Design comp_sequencer_flat, sky130hd; sources not shown.
Figure 1. Routed metal, one color a layer (run 1).
Bar = 50 µm.
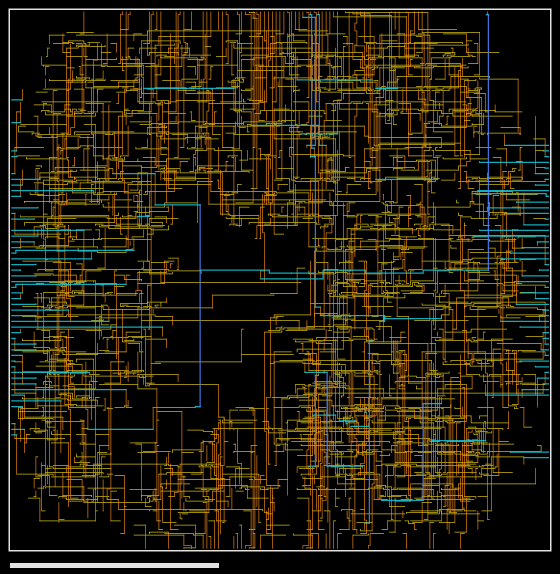
M1 -> yellow  # wire length 7,880 µm
M3 -> cyan  # wire length 980 µm
M2 -> orange  # wire length 8,060 µm
M4 -> blue  # wire length 350 µm
total global routing track utilization: 0.2058
via count of the routed design: 5,979

Figure 2. Clock network drawn from the DEF (run 1).
Bar = 50 µm.
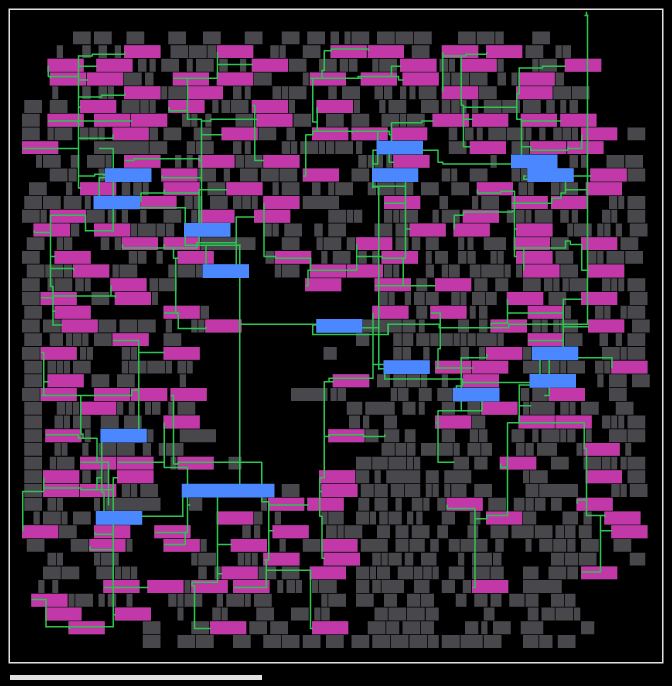
flip-flops -> magenta  # count 172
clock wires -> green  # length 1,980 µm
clock-net drivers -> blue  # count 17
flops lie = spread over the die
Clk pwr share: 0.429
latest clock arrival within the worst-skew pair: 0.41 ns
Clock Power: 2.14 mW

Figure 3. Power grid (run 1).
Pins as bars on the die edge. Tap cells in gray.
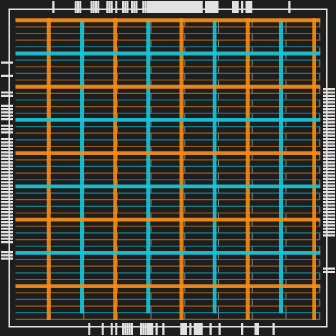
VSS -> orange
VDD -> cyan
met4 straps = 9
met1 rails = 46
met5 straps = 9
rows = 45
die width: 129.3 µm
Max VDD drop: 0.0003540 V
Die H: 129.3 µm
placeable core area: 0.01526 mm²

==> run_summary.xml <==
<?xml version="1.0" encoding="UTF-8"?>
<metrics>
  <group name="timing">
    <metric name="fin_tns_setup" unit="ns">0</metric>
    <metric name="timing.fmax" unit="GHz">0.3385</metric>
    <metric name="hold_violations" unit="">0</metric>
    <metric name="setup-violations-final" unit="">0</metric>
    <metric name="timing.clock.skew" unit="ns">0.007898</metric>
    <metric name="timing.slew.headroom" unit="">0.5380</metric>
    <metric name="fin_crit_sh" unit="">0.9531</metric>
    <metric name="layout_setup_ws" unit="ns">0.1455</metric>
    <metric name="final.min_clock_period" unit="ns">2.955</metric>
    <metric name="grt_setup_unrepaired" unit="">no</metric>
    <metric name="timing_max_transition_violations_final" unit="">0</metric>
    <metric name="slew_at_the_pin_closest_to_its_max_slew_limit" unit="ns">0.6930</metric>
  </group>
  <group name="synthesis">
    <metric name="synth.cell_area" unit="mm²">0.006750</metric>
    <metric name="yosys-stat-area" unit="mm²">0.006750</metric>
    <metric name="yosys.area_share.xor_xnor" unit="">0.01038</metric>
    <metric name="post_synth_fa_ha_maj_area_fraction" unit="">0.005561</metric>
    <metric name="most_common_cell" unit="">dfxtp_1</metric>
    <metric name="synth.top_cells.by_area" unit="">dfxtp_1, mux2i_1, nand2_1</metric>
    <metric name="synthesis.area_per_instance" unit="µm²">8.767</metric>
    <metric name="ys.flops" unit="">172</metric>
    <metric name="synthCells" unit="">770</metric>
    <metric name="synth.yosys.seq_area_share" unit="">0.5101</metric>
    <metric name="post_synthesis_mux_area_share" unit="">0.1190</metric>
    <metric name="netlist-cell-type-count" unit="">45</metric>
    <metric name="edf_count" unit="">0</metric>
    <metric name="synth.yosys.num_cells" unit="">770</metric>
    <metric name="post_synth_ao_oa_area_fraction" unit="">0.09805</metric>
    <metric name="syn_nets" unit="">873</metric>
    <metric name="postSynth.topFlopCell" unit="">dfxtp_1</metric>
    <metric name="synth.largest_area_cell" unit="">dfxtp_1</metric>
    <metric name="ys_async_sr_fraction" unit="">0</metric>
    <metric name="ys_top_logic_family" unit="">simple AND/OR/NAND/NOR gates</metric>
    <metric name="synth.yosys.warnings" unit="">0</metric>
    <metric name="area_leader_share" unit="">0.5101</metric>
    <metric name="synthSimpleGateAreaFrac" unit="">0.2235</metric>
    <metric name="ys_top_cells_by_count" unit="">dfxtp_1, nand2_1, a21oi_1</metric>
  </group>
  <group name="cells_and_area">
    <metric name="post_layout_cell_count" unit="">1191</metric>
    <metric name="layout_top_cell_excl_fill_tap" unit="">clkdlybuf4s50_1</metric>
    <metric name="final_cell_mix" unit="">clkdlybuf4s50_1, dfxtp_1, nand2_1</metric>
    <metric name="nets" unit="">1070</metric>
    <metric name="area_delta_synth_final" unit="%">43.26</metric>
    <metric name="seq_cell_count" unit="">172</metric>
    <metric name="final_design_area_excluding_fillers" unit="mm²">0.009671</metric>
    <metric name="inv_count" unit="">4</metric>
    <metric name="layout.filler_cells" unit="">1321</metric>
    <metric name="ff_latch_area" unit="mm²">0.003443</metric>
    <metric name="clock_buffer_count" unit="">23</metric>
    <metric name="multiInputGateArea" unit="mm²">0.003124</metric>
    <metric name="drive_above_1_share" unit="">0.09694</metric>
    <metric name="number_of_combinational_gates_with_multiple_inputs" unit="">541</metric>
    <metric name="antennaDiodeCount" unit="">0</metric>
    <metric name="comb-cell-share" unit="">0.3231</metric>
    <metric name="seqAreaFraction" unit="">0.3561</metric>
    <metric name="clockNetworkAreaShare" unit="">0.06146</metric>
    <metric name="largest_register_ff_count" unit="">40</metric>
    <metric name="layout_utilization" unit="">0.6338</metric>
    <metric name="nonClkBufAreaFrac" unit="">0.2303</metric>
    <metric name="signal_buffers" unit="">231</metric>
    <metric name="area_dominant_class" unit="">registers</metric>
  </group>
  <group name="worst_setup_path">
    <metric name="ff2ff_setup_slack" unit="ns">0.15</metric>
    <metric name="critPathMaxStageDelay" unit="ns">0.49</metric>
    <metric name="critPathBufInv" unit="">0</metric>
    <metric name="worst-setup-path-type" unit="">reg2reg</metric>
    <metric name="path_delay_family" unit="">simple AND/OR/NAND/NOR gates</metric>
    <metric name="worst_r2r_path_depth" unit="">10</metric>
    <metric name="critical_path_cell_count" unit="">10</metric>
    <metric name="worst_setup_path_start_kind" unit="">register</metric>
    <metric name="worst_ep_arrival_time" unit="ns">3.26</metric>
    <metric name="cp_slowest_cell" unit="">or4_1</metric>
    <metric name="critPathCaptureType" unit="">register</metric>
    <metric name="wp_data_required" unit="ns">3.41</metric>
    <metric name="crit_path_max_fanout" unit="">6</metric>
    <metric name="crit_path_cell_trace" unit="">nor4_2 &gt; and4_1 &gt; a21boi_4 &gt; a21oi_1 &gt; ha_2 &gt; nor2b_2 &gt; nand3_1 &gt; mux2_4 &gt; or4_1 &gt; and3_1</metric>
  </group>
  <group name="die">
    <metric name="placementRows" unit="">45</metric>
    <metric name="floorplan.initialDensity" unit="">0.4424</metric>
    <metric name="tap_cells" unit="">211</metric>
    <metric name="die_area" unit="mm²">0.01672</metric>
    <metric name="boundaryPins" unit="">184</metric>
  </group>
  <group name="global_routing">
    <metric name="grt_use_met3" unit="">0.05450</metric>
    <metric name="busiest_layer" unit="">met2</metric>
    <metric name="met1_demand_to_capacity_share_in_global_routing" unit="">0.2642</metric>
    <metric name="grt_start_max_net_pins" unit="">59</metric>
    <metric name="via_count_of_the_first_global_routing_pass" unit="">5626</metric>
    <metric name="antenna_found_initial" unit="">0</metric>
    <metric name="grt.met2_usage" unit="">0.3365</metric>
    <metric name="wire_length_of_the_first_global_routing_pass" unit="µm">27660</metric>
    <metric name="grt_overflow_total" unit="">0</metric>
  </group>
  <group name="routing">
    <metric name="antenna_violating_nets_post_route" unit="">0</metric>
    <metric name="routed_via_density" unit="">5.020</metric>
    <metric name="routed-wl-met2" unit="µm">8064</metric>
    <metric name="post_route_met1_wirelength" unit="µm">7878</metric>
    <metric name="initial_detailed_routing_violation_count" unit="">305</metric>
    <metric name="routedWlPerCell" unit="µm">14.50</metric>
    <metric name="detail_route.wirelength" unit="µm">17270</metric>
    <metric name="detail_route.first_pass.iterations" unit="">4</metric>
    <metric name="dr.max_layer_used" unit="">met4</metric>
    <metric name="drcViolationCount" unit="">0</metric>
  </group>
  <group name="pwr">
    <metric name="powerComb" unit="µW">524</metric>
    <metric name="seqPwrFrac" unit="">0.467</metric>
    <metric name="power.total" unit="mW">5.002</metric>
    <metric name="p_sw_frac" unit="">0.2278</metric>
    <metric name="seq_power" unit="mW">2.33</metric>
    <metric name="power-per-cell-area" unit="mW/mm²">517.2</metric>
    <metric name="pwr-share-comb" unit="">0.105</metric>
    <metric name="p_int" unit="mW">3.862</metric>
    <metric name="power_leakage" unit="nW">3.652</metric>
    <metric name="power_leader" unit="">registers</metric>
  </group>
  <group name="clocking">
    <metric name="cts_inserted_buffers" unit="">17</metric>
    <metric name="cts_hold_buf" unit="">0</metric>
    <metric name="cts-root-buf" unit="">clkbuf_16</metric>
    <metric name="cts_num_sinks" unit="">172</metric>
    <metric name="post_cts.repair.setup_buffers" unit="">6</metric>
    <metric name="post_cts_resized" unit="">3</metric>
    <metric name="cts_max_path_buffers" unit="">2</metric>
    <metric name="tritoncts" unit="">done</metric>
    <metric name="cts_max_level" unit="">4</metric>
    <metric name="clkTransAtPathRegs" unit="ns">0.07</metric>
  </group>
  <group name="run_status">
    <metric name="outcome" unit="">finished, final reports clean</metric>
  </group>
  <group name="placed_design">
    <metric name="detailed_place.area" unit="mm²">0.009014</metric>
    <metric name="place_inst" unit="">1152</metric>
    <metric name="dp_worst_setup_slack" unit="ns">-0.5085</metric>
    <metric name="dpl.hpwl" unit="µm">11530</metric>
  </group>
  <group name="job">
    <metric name="cap_violations" unit="">0</metric>
    <metric name="log.warning_count" unit="">27</metric>
  </group>
  <group name="worst_hold_path">
    <metric name="min_path_cells" unit="">2</metric>
    <metric name="holdCritPathClass" unit="">reg2reg</metric>
  </group>
</metrics>
Power is estimated from default activity; no workload was simulated.
